**config.mk**
```make
export PLATFORM = sky130hd
export DESIGN_NAME = u_multiplier_flat
export DESIGN_NICKNAME = d
export VERILOG_FILES = /design/src/rtl/umult_pkg.sv /design/src/rtl/u_multiplier_if.sv /design/src/rtl/umult_step.sv /design/src/rtl/u_multiplier.sv /design/src/flat_wrapper.sv
export SDC_FILE = /design/constraint.sdc
export NUM_CORES = 1
export LEC_CHECK = 0
export CORE_ASPECT_RATIO = 1.2
export CORE_MARGIN = 2
export CORE_UTILIZATION = 59
export CTS_CLUSTER_SIZE = 10
export DETAILED_ROUTE_END_ITERATION = 16
export PLACE_DENSITY = 0.86
export SETUP_SLACK_MARGIN = 0.1
export SLEW_MARGIN = 20
export SYNTH_ARGS = -nofsm -noshare
export SYNTH_HDL_FRONTEND = slang
export SYNTH_SLANG_ARGS = --single-unit
```
**constraint.sdc**
```tcl
create_clock -name clk -period 3.92 [get_ports clk]
set_input_delay 0.392 -clock clk [delete_from_list [all_inputs] [get_ports clk]]
set_output_delay 0.392 -clock clk [all_outputs]
set_load 0.05 [all_outputs]
```
**src/rtl/umult_pkg.sv**
```systemverilog
// -----------------------------------------------------------------------------
// umult_pkg
// Shared definitions for the iterative unsigned multiplier:
//   - UMULT_DEFAULT_WIDTH : default operand width
//   - umult_state_e       : control FSM states (IDLE, RUN, DONE)
//   - umult_cnt_width()   : width of the step counter (clog2 of width+1)
// -----------------------------------------------------------------------------
package umult_pkg;

  localparam int UMULT_DEFAULT_WIDTH = 32;

  typedef enum logic [1:0] {
    IDLE = 2'd0,
    RUN  = 2'd1,
    DONE = 2'd2
  } umult_state_e;

  function automatic int umult_cnt_width(input int width);
    return $clog2(width + 1);
  endfunction

endpackage : umult_pkg

```
**src/rtl/u_multiplier_if.sv**
```systemverilog
// -----------------------------------------------------------------------------
// u_multiplier_if
// Start/done handshake and operand/result bus of the multiplier.
//   start : request pulse, operands sampled on the same edge
//   in1   : multiplicand (WIDTH bits, unsigned)
//   in2   : multiplier   (WIDTH bits, unsigned)
//   busy  : operation in progress
//   done  : one-cycle pulse when out becomes valid
//   out   : product (2*WIDTH+1 bits, top bit always 0)
// Modports: master (requester), slave (multiplier).
// -----------------------------------------------------------------------------
interface u_multiplier_if
  import umult_pkg::*;
#(
  parameter int WIDTH = UMULT_DEFAULT_WIDTH
) ();

  logic               start;
  logic [WIDTH-1:0]   in1;
  logic [WIDTH-1:0]   in2;
  logic               busy;
  logic               done;
  logic [2*WIDTH:0]   out;

  modport master (output start, in1, in2, input busy, done, out);
  modport slave  (input start, in1, in2, output busy, done, out);

endinterface : u_multiplier_if

```
**src/rtl/umult_step.sv**
```systemverilog
// -----------------------------------------------------------------------------
// umult_step
// Combinational add-and-shift step of the shift-and-add multiplier.
// The accumulator holds {partial-sum upper part, remaining multiplier bits};
// the low bit(s) of the multiplier select the partial product that is added
// into the upper part before the whole pair shifts right.
// Configuration: UMULT_RADIX4_EN selects two multiplier bits per step
// (partial product 0/A/2A/3A, 3A supplied precomputed); otherwise one bit.
//   i_acc    : current accumulator
//   i_mcand  : multiplicand A
//   i_mcand3 : 3*A (radix-4 build only)
//   o_acc    : accumulator after this step
// -----------------------------------------------------------------------------
module umult_step
  import umult_pkg::*;
#(
  parameter int WIDTH = UMULT_DEFAULT_WIDTH
) (
`ifdef UMULT_RADIX4_EN
  input  logic [2*WIDTH+1:0] i_acc,
  input  logic [WIDTH-1:0]   i_mcand,
  input  logic [WIDTH+1:0]   i_mcand3,
  output logic [2*WIDTH+1:0] o_acc
`else
  input  logic [2*WIDTH:0]   i_acc,
  input  logic [WIDTH-1:0]   i_mcand,
  output logic [2*WIDTH:0]   o_acc
`endif
);

`ifdef UMULT_RADIX4_EN
  // Upper part is WIDTH+2 bits so hi + 3A never loses its carry.
  logic [WIDTH+1:0] w_hi;
  logic [WIDTH-1:0] w_lo;
  logic [WIDTH+1:0] w_pp;
  logic [WIDTH+1:0] w_sum;

  assign w_hi = i_acc[2*WIDTH+1:WIDTH];
  assign w_lo = i_acc[WIDTH-1:0];

  // Select partial product from two multiplier bits, add, shift right by two.
  always_comb begin
    w_pp = {(WIDTH+2){1'b0}};
    case (w_lo[1:0])
      2'b00:   w_pp = {(WIDTH+2){1'b0}};
      2'b01:   w_pp = {2'b00, i_mcand};
      2'b10:   w_pp = {1'b0, i_mcand, 1'b0};
      2'b11:   w_pp = i_mcand3;
      default: w_pp = {(WIDTH+2){1'b0}};
    endcase
    w_sum = w_hi + w_pp;
    o_acc = {2'b00, w_sum, w_lo[WIDTH-1:2]};
  end
`else
  // Upper part is WIDTH+1 bits so hi + A keeps its carry.
  logic [WIDTH:0]   w_hi;
  logic [WIDTH-1:0] w_lo;
  logic [WIDTH:0]   w_sum;

  assign w_hi = i_acc[2*WIDTH:WIDTH];
  assign w_lo = i_acc[WIDTH-1:0];

  // Conditionally add the multiplicand, then shift the pair right by one.
  always_comb begin
    w_sum = w_hi;
    if (w_lo[0]) begin
      w_sum = w_hi + {1'b0, i_mcand};
    end else begin
      w_sum = w_hi;
    end
    o_acc = {1'b0, w_sum, w_lo[WIDTH-1:1]};
  end
`endif

endmodule : umult_step

```
**src/rtl/u_multiplier.sv**
```systemverilog
// -----------------------------------------------------------------------------
// u_multiplier
// Iterative unsigned multiplier, one shift-and-add step per clock.
//   clk   : system clock (rising edge)
//   rst_n : asynchronous active-low reset
//   bus   : u_multiplier_if.slave (start/in1/in2 in, busy/done/out out)
// Latency: start sampled at edge N, done high after edge N+STEPS+1.
// Configuration: UMULT_RADIX4_EN consumes two multiplier bits per cycle
// (STEPS = WIDTH/2, WIDTH must be even); default build uses STEPS = WIDTH.
// -----------------------------------------------------------------------------
module u_multiplier
  import umult_pkg::*;
#(
  parameter int WIDTH = UMULT_DEFAULT_WIDTH
) (
  input  logic           clk,
  input  logic           rst_n,
  u_multiplier_if.slave  bus
);

`ifdef UMULT_RADIX4_EN
  localparam int ACC_W = 2*WIDTH + 2;
  localparam int STEPS = WIDTH / 2;
  if ((WIDTH % 2) != 0) begin : g_width_even_check
    $error("u_multiplier: radix-4 build requires an even WIDTH");
  end
`else
  localparam int ACC_W = 2*WIDTH + 1;
  localparam int STEPS = WIDTH;
`endif
  localparam int              CNT_W    = umult_cnt_width(WIDTH);
  localparam logic [CNT_W-1:0] CNT_LOAD = CNT_W'(STEPS);

  umult_state_e     r_state;
  umult_state_e     w_state_next;
  logic             w_load;
  logic [CNT_W-1:0] r_cnt;
  logic [ACC_W-1:0] r_acc;
  logic [ACC_W-1:0] w_acc_next;
  logic [WIDTH-1:0] r_mcand;
  logic [2*WIDTH:0] r_out;
  logic             r_busy;
  logic             r_done;
`ifdef UMULT_RADIX4_EN
  logic [WIDTH+1:0] r_mcand3;
`endif

  umult_step #(.WIDTH(WIDTH)) u_step (
    .i_acc    (r_acc),
    .i_mcand  (r_mcand),
`ifdef UMULT_RADIX4_EN
    .i_mcand3 (r_mcand3),
`endif
    .o_acc    (w_acc_next)
  );

  // Next-state logic; start is only honoured when not busy.
  always_comb begin
    w_state_next = r_state;
    w_load       = 1'b0;
    case (r_state)
      IDLE: begin
        if (bus.start) begin
          w_state_next = RUN;
          w_load       = 1'b1;
        end else begin
          w_state_next = IDLE;
        end
      end
      RUN: begin
        if (r_cnt == {CNT_W{1'b0}}) begin
          w_state_next = DONE;
        end else begin
          w_state_next = RUN;
        end
      end
      DONE: begin
        if (bus.start) begin
          w_state_next = RUN;
          w_load       = 1'b1;
        end else begin
          w_state_next = IDLE;
        end
      end
      default: begin
        w_state_next = IDLE;
      end
    endcase
  end

  // State register and registered handshake outputs.
  always_ff @(posedge clk or negedge rst_n) begin
    if (!rst_n) begin
      r_state <= IDLE;
      r_busy  <= 1'b0;
      r_done  <= 1'b0;
    end else begin
      r_state <= w_state_next;
      r_busy  <= (w_state_next == RUN);
      r_done  <= (w_state_next == DONE);
    end
  end

  // Datapath: operand capture, iteration, and result register.
  always_ff @(posedge clk or negedge rst_n) begin
    if (!rst_n) begin
      r_cnt    <= {CNT_W{1'b0}};
      r_acc    <= {ACC_W{1'b0}};
      r_mcand  <= {WIDTH{1'b0}};
      r_out    <= {(2*WIDTH+1){1'b0}};
`ifdef UMULT_RADIX4_EN
      r_mcand3 <= {(WIDTH+2){1'b0}};
`endif
    end else if (w_load) begin
      r_cnt    <= CNT_LOAD;
      r_acc    <= {{(ACC_W-WIDTH){1'b0}}, bus.in2};
      r_mcand  <= bus.in1;
`ifdef UMULT_RADIX4_EN
      r_mcand3 <= {2'b00, bus.in1} + {1'b0, bus.in1, 1'b0};
`endif
    end else if (r_state == RUN) begin
      if (r_cnt == {CNT_W{1'b0}}) begin
        // Product sits in the low 2*WIDTH bits once all steps are done.
        r_out <= {1'b0, r_acc[2*WIDTH-1:0]};
      end else begin
        r_acc <= w_acc_next;
        r_cnt <= r_cnt - {{(CNT_W-1){1'b0}}, 1'b1};
      end
    end else begin
      r_out <= r_out;
    end
  end

  assign bus.busy = r_busy;
  assign bus.done = r_done;
  assign bus.out  = r_out;

endmodule : u_multiplier

```
**src/flat_wrapper.sv**
```systemverilog
// flat-port wrapper written by rule: the top's interface ports become plain ports
module u_multiplier_flat import umult_pkg::*;
#(
  parameter int WIDTH = UMULT_DEFAULT_WIDTH
)
  (clk, rst_n, bus_start, bus_in1, bus_in2, bus_busy, bus_done, bus_out);
  u_multiplier_if #(.WIDTH(WIDTH)) bus_i ();
  input  logic clk;
  input  logic rst_n;
  input wire logic [$bits(bus_i.start)-1:0] bus_start;
  input wire logic [$bits(bus_i.in1)-1:0] bus_in1;
  input wire logic [$bits(bus_i.in2)-1:0] bus_in2;
  output wire logic [$bits(bus_i.busy)-1:0] bus_busy;
  output wire logic [$bits(bus_i.done)-1:0] bus_done;
  output wire logic [$bits(bus_i.out)-1:0] bus_out;
  assign bus_i.start = bus_start;
  assign bus_i.in1 = bus_in1;
  assign bus_i.in2 = bus_in2;
  assign bus_busy = bus_i.busy;
  assign bus_done = bus_i.done;
  assign bus_out = bus_i.out;
  u_multiplier #(.WIDTH(WIDTH)) u_core (.clk(clk), .rst_n(rst_n), .bus(bus_i));
endmodule
```
Fig. 1: run 1, selected gate families
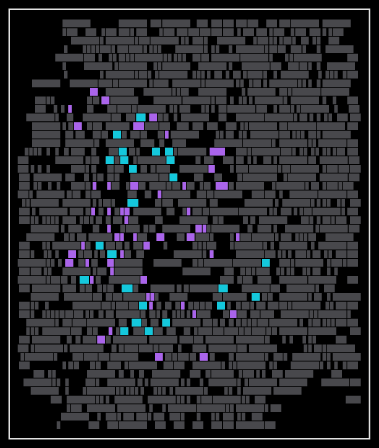
- purple: NOR gates (cells 51)
- cyan: AND-OR and OR-AND gates (cells 24)

Fig. 2: run 1, routed metal per tile
23 x 27 tiles, from white (low) to dark blue (high), scaled to the fullest tile. Values are wire area over tile area, all layers added.
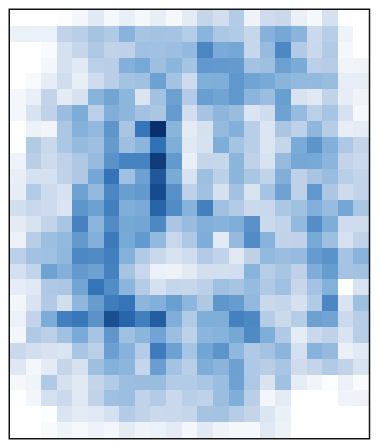
- fullest tile: 0.66
- nearly empty tiles: 5.8%
- mean over tiles: 0.21
- tiles over half the peak: 18%

==> results.txt, run 1 <==
Die H -> 136.2 µm
GPL Wtd Cong -> 0.8956
Dominant cell type by area after synthesis -> dfrtp_1
Slowest cell delay on critical path -> 410 ps
Reg2reg setup slack -> 1150 ps
Worst R2R End -> u_core.r_acc[63]$_DFFE_PN0P_
Least-Margin Pin Slew -> 1020 ps
Switch Pwr -> 4952 µW
Latency at later pin -> 430 ps
Avg Cell Area, Syn -> 8.914 µm²
Clock root buffer -> clkbuf_16
GR met2 Demand/Resource -> 0.4802
Cts bufs inserted -> 17
Setup TNS -> 0 ps
Wire length on met2 -> 10540 µm
DR top layer -> met4
Non-Clock Buffer Count -> 140
Final #Nets -> 1166
Largest Pwr Group -> combinational logic
Clock network power -> 1760 µW
Most common cell after layout, fill and taps aside -> nand2_1
Critical path's slowest cell -> dfrtp_1
Die Size -> 15550 µm²
Layout cells sized above 1 -> 0.05844
Fill cells -> 1049
IO Count -> 134
GRT Util Overall -> 0.2792
Most frequent cells in the layout -> 368 x nand2_1, 170 x dfrtp_1, 131 x clkdlybuf4s50_1
Yosys warnings -> 0
Yosys cell count -> 964
Worst clock skew -> 13.10 ps
Top FF cell, synth -> dfrtp_1
Final Hold Viols -> 0
WP data arrival -> 3090 ps
Worst path cell trace -> ha_1, fa_1, a21oi_1, o21ai_2, o21ai_2, o31ai_4, a41oi_4, o31ai_1, a221o_1
Sequential Power Share -> 0.296
Core area -> 14290 µm²
Sequential cell area share -> 0.4009
Drt via density -> 5.759
Register Area -> 4254 µm²
Sw frac -> 0.4640
Critical Path RT -> 4230 ps
Max-cap violations -> 0
Log Warnings -> 28
Ys async rst share -> 1.000
DRC Markers -> 0
Number of enable flip-flop cells -> 0
RSZ-0062 raised after global routing -> no
Setup-failing EPs final -> 0
Crit path buffers/inverters -> 0
Total Wirelength -> 20770 µm
Crit path time final -> 2773 ps
Final period util -> 0.7073
Top cells by area -> dfrtp_1 50%, nand2_1 16%, ha_1 4.8%
Run status -> finished, final reports clean
GR peak layer -> met2
Crit. End Element -> flip-flop
Critical Path Start -> u_core.r_acc[32]$_DFFE_PN0P_
Gr ovfl total -> 0
Worst Reg2Reg Path Length in Cells -> 9
Mi-comb count -> 725
First-pass GRT wire length -> 34560 µm
HP Class -> primary input to async pin
IR drop worst, VDD -> 0.0005017 V
Logic area -> 4078 µm²
Pre-antenna DRT Iters -> 5
Antenna cells -> 0
Slew margin rel. -> 0.3182
Area leader share -> 0.4950
Clock sink count -> 170
Post-cts resize count -> 0
Largest net degree at the start of global routing -> 115
Post-Route M1 WL -> 8740 µm
Invs w/o clock -> 11
Number of global-route vias before repair -> 7292
CTS tree -> built
Initial antenna violation count -> 0
Synthesis-to-layout area growth -> 23.47%
LEAKAGE -> 0.005146 µW
Comb. pwr -> 5750 µW
Avg WL per Cell -> 16.58 µm
Slew Viols, Final -> 0
Largest cell class by area -> sequential cells
Met1 Usage GRT -> 0.3502
Post-synth area from yosys stat -> 8593 µm²
Signal buf overhead -> 0.1317
Number of clock buffers in the layout -> 20
Clock-cell share -> 0.05837
Fig. 3: run 1, zoomed window
Bar = 5 µm. Window x 47 to 67, y 85 to 105 µm. Cells in gray, sequential cells in the stronger gray; small squares are vias.
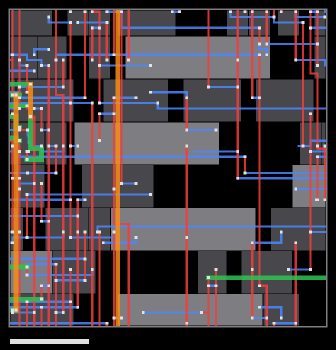
- orange: met4
- green: met3
- red: met2
- blue: met1
- netlist names of flops here include: u_core.bus.out (2), u_core.r_state (2)
- cells with their middle in the window: 30
- most frequent: nand2_1 (7), dfrtp_1 (4), clkdlybuf4s50_1 (3)
- sequential cells in the window: 4

[run 1: stage by stage]
stage            util  total power [µW]  std cells  area [µm²]  worst slack, ps
2_1_floorplan       -              7311        964        8593             1468
3_3_place_gp   0.6987              8669       1221        9987             1271
3_5_place_dp   0.6987              8843       1221        9987             1186
4_1_cts        0.7420             10670       1253       10610             1158
5_1_grt        0.7423             11400       1253       10610             1033
6_report       0.7423             10670       1253       10610             1147
[run 1: kinds of logic after synthesis]
kind of cell,count (synthesis),share of synthesized area
and+or+nand+nor,463,0.2207
AOI/OAI and AO/OA,182,0.1519
DFF,170,0.4950
buffers and inverters,69,0.03276
adders and majority gates,34,0.05038
xor gates and xnor gates,28,0.02854
muxes,17,0.02024
other,1,0.0004364
Fig. 4: run 1, clock nets
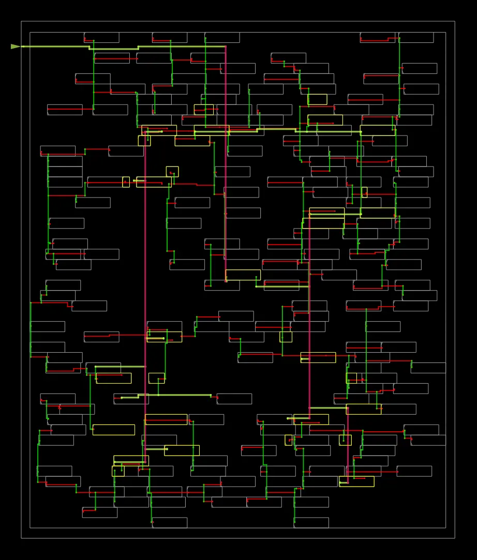

==> run 1 -> run 2 <==
- CORE_UTILIZATION: 59 -> 49
- PLACE_DENSITY: 0.86 -> 0.77
- clock period: 3.92 -> 2.4 ns (I/O delays scaled with it)
Fig. 5: run 2, clock nets
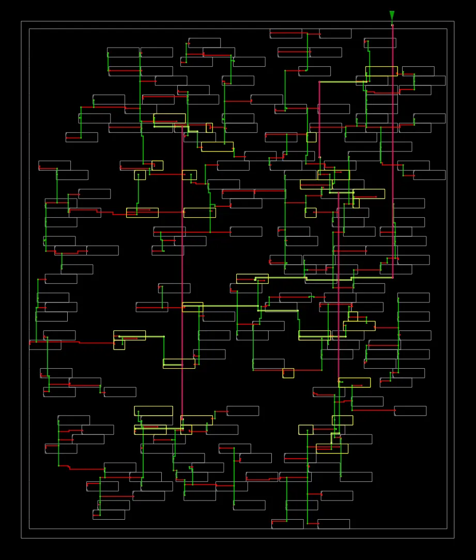
Latency at later pin: 440 ps
clock network power: 2720 µW

==> results.txt, run 2 <==
Adder Share, Synth -> 0.05038 (unchanged)
Most frequent cells in the layout -> 365 x nand2_1, 170 x dfrtp_1, 131 x clkdlybuf4s50_1 (was 368 x nand2_1, 170 x dfrtp_1, 131 x clkdlybuf4s50_1)
Sw frac -> 0.4587 (was 0.4640)
Avg Cell Area, Syn -> 8.914 µm² (unchanged)
DRC Markers -> 0 (unchanged)
Clock root buffer -> clkbuf_16 (unchanged)
Post-synth area from yosys stat -> 8593 µm² (unchanged)
IR drop worst, VDD -> 0.0008259 V (was 0.0005017 V)
Max-cap violations -> 0 (unchanged)
Switch Pwr -> 8714 µW (was 4952 µW)
Critical Path RT -> 2720 ps (was 4230 ps)
CTS tree -> built (unchanged)
Post-Syn Area -> 8593 µm² (unchanged)
Cts bufs inserted -> 17 (unchanged)
Top cells by area -> dfrtp_1 50%, nand2_1 16%, ha_1 4.8% (unchanged)
Number of global-route vias before repair -> 7336 (was 7292)
Critical Path Fanout Max -> 4 (was 5)
Setup-failing EPs final -> 5 (was 0)
Pre-antenna DRT Iters -> 5 (unchanged)
Cell Area, Placed -> 10490 µm² (was 9987 µm²)
Aoi/oai-family share of the synthesized area -> 0.1519 (unchanged)
Slowest cell delay on critical path -> 420 ps (was 410 ps)
First-pass GRT wire length -> 36090 µm (was 34560 µm)
Placed Cells -> 1315 (was 1221)
HP Class -> primary input to async pin (unchanged)
Setup WS post-layout -> -74.79 ps (was 1147 ps)
Crit. End Element -> flip-flop (unchanged)
Violated checks -> setup timing
Log Warnings -> 29 (was 28)
Top FF cell, synth -> dfrtp_1 (unchanged)
Fill cells -> 1363 (was 1049)
Layout cells sized above 1 -> 0.1526 (was 0.05844)
Place WS -> -83.06 ps (was 1186 ps)
Final period util -> 1.031 (was 0.7073)
Total power -> 19000 µW (was 10670 µW)
Slew margin rel. -> 0.5904 (was 0.3182)
Die Size -> 18620 µm² (was 15550 µm²)
Yosys cell count -> 964 (unchanged)
Most common cell after layout, fill and taps aside -> nand2_1 (unchanged)
Worst path cell trace -> ha_4, a211oi_2, nor2_1, o41ai_2, o31ai_4, buf_4, a311oi_2, xnor2_1, mux2i_1, o21ai_1 (was ha_1, fa_1, a21oi_1, o21ai_2, o21ai_2, o31ai_4, a41oi_4, o31ai_1, a221o_1)
Sequential Power Share -> 0.272 (was 0.296)
WP data arrival -> 2800 ps (was 3090 ps)
Largest logic family -> simple AND/OR/NAND/NOR gates (unchanged)
Logic area -> 4327 µm² (was 4078 µm²)
Least-Margin Pin Slew -> 612.1 ps (was 1020 ps)
Critical Path Start -> u_core.r_mcand[7]$_DFFE_PN0P_ (was u_core.r_acc[32]$_DFFE_PN0P_)
Antenna cells -> 0 (unchanged)
Crit path buffers/inverters -> 1 (was 0)
Run status -> finished with violations (was finished, final reports clean)
Reg2reg setup slack -> -70 ps (was 1150 ps)
Worst Reg2Reg Path Length in Cells -> 10 (was 9)
LEAKAGE -> 0.005506 µW (was 0.005146 µW)
Post-route cell area -> 11480 µm² (was 10610 µm²)
Comb. pwr -> 11100 µW (was 5750 µW)
Synthesis-to-layout area growth -> 33.59% (was 23.47%)
MUX share of area -> 0.02024 (unchanged)
Total Wirelength -> 22250 µm (was 20770 µm)
Initial antenna violation count -> 0 (unchanged)
Yosys warnings -> 0 (unchanged)
Worst R2R End -> u_core.r_acc[47]$_DFFE_PN0P_ (was u_core.r_acc[63]$_DFFE_PN0P_)
GRT Util Overall -> 0.2398 (was 0.2792)
Setup TNS -> -261.7 ps (was 0 ps)
Detailed Route Iter0 Violations -> 571 (was 635)
Area leader share -> 0.4950 (unchanged)
Drt via density -> 5.512 (was 5.759)
XOR Share, Synth -> 0.02854 (unchanged)
Largest Pwr Group -> combinational logic (unchanged)
Worst clock skew -> 12.74 ps (was 13.10 ps)
Core area -> 17370 µm² (was 14290 µm²)
RSZ-0062 raised after global routing -> yes (was no)
Critical path's slowest cell -> o41ai_2 (was dfrtp_1)
Dominant cell type by area after synthesis -> dfrtp_1 (unchanged)
Final Hold Viols -> 0 (unchanged)
IO Count -> 134 (unchanged)
Slew Viols, Final -> 0 (unchanged)
Crit path time final -> 2475 ps (was 2773 ps)
Ys async rst share -> 1.000 (unchanged)
Crit path to -> u_core.r_acc[47]$_DFFE_PN0P_ (was u_core.r_acc[63]$_DFFE_PN0P_)
Number of enable flip-flop cells -> 0 (unchanged)
Gr ovfl total -> 0 (unchanged)
Final #Nets -> 1235 (was 1166)
Post-Layout Cell Count -> 1367 (was 1253)
Register Area -> 4254 µm² (unchanged)
==> run 2: layout make-up <==
| class | instances | area share |
|---|---|---|
| Sequential cell | 170 | 0.3706 |
| Inverter | 11 | 0.003597 |
| Clock inverter | 15 | 0.01417 |
| Multi-Input combinational cell | 725 | 0.3769 |
| Clock buffer | 17 | 0.03706 |
| Timing Repair Buffer | 209 | 0.1737 |
| Tap cell | 220 | 0.02398 |
==> run 2: timing repair <==
item / CTS / global route
buffers inserted: 8 / 13
endpoints found under the setup margin: 17 / 62
hold buffers: 1 / 0
hold endpoints to repair: 37 / 0
pin swaps: 13 / 18
resized: 18 / 34
==> run 2: routing by layer <==
layer	vias to the layer above	wire length, µm	GRT usage
met3	46	905	0.03910
li1	3595	-	-
met4	0	685	0.1078
met2	240	11300	0.4063
met5	-	0	0
met1	3654	9361	0.3055
Power figures rest on the tool's default switching activity, not on a simulated workload.
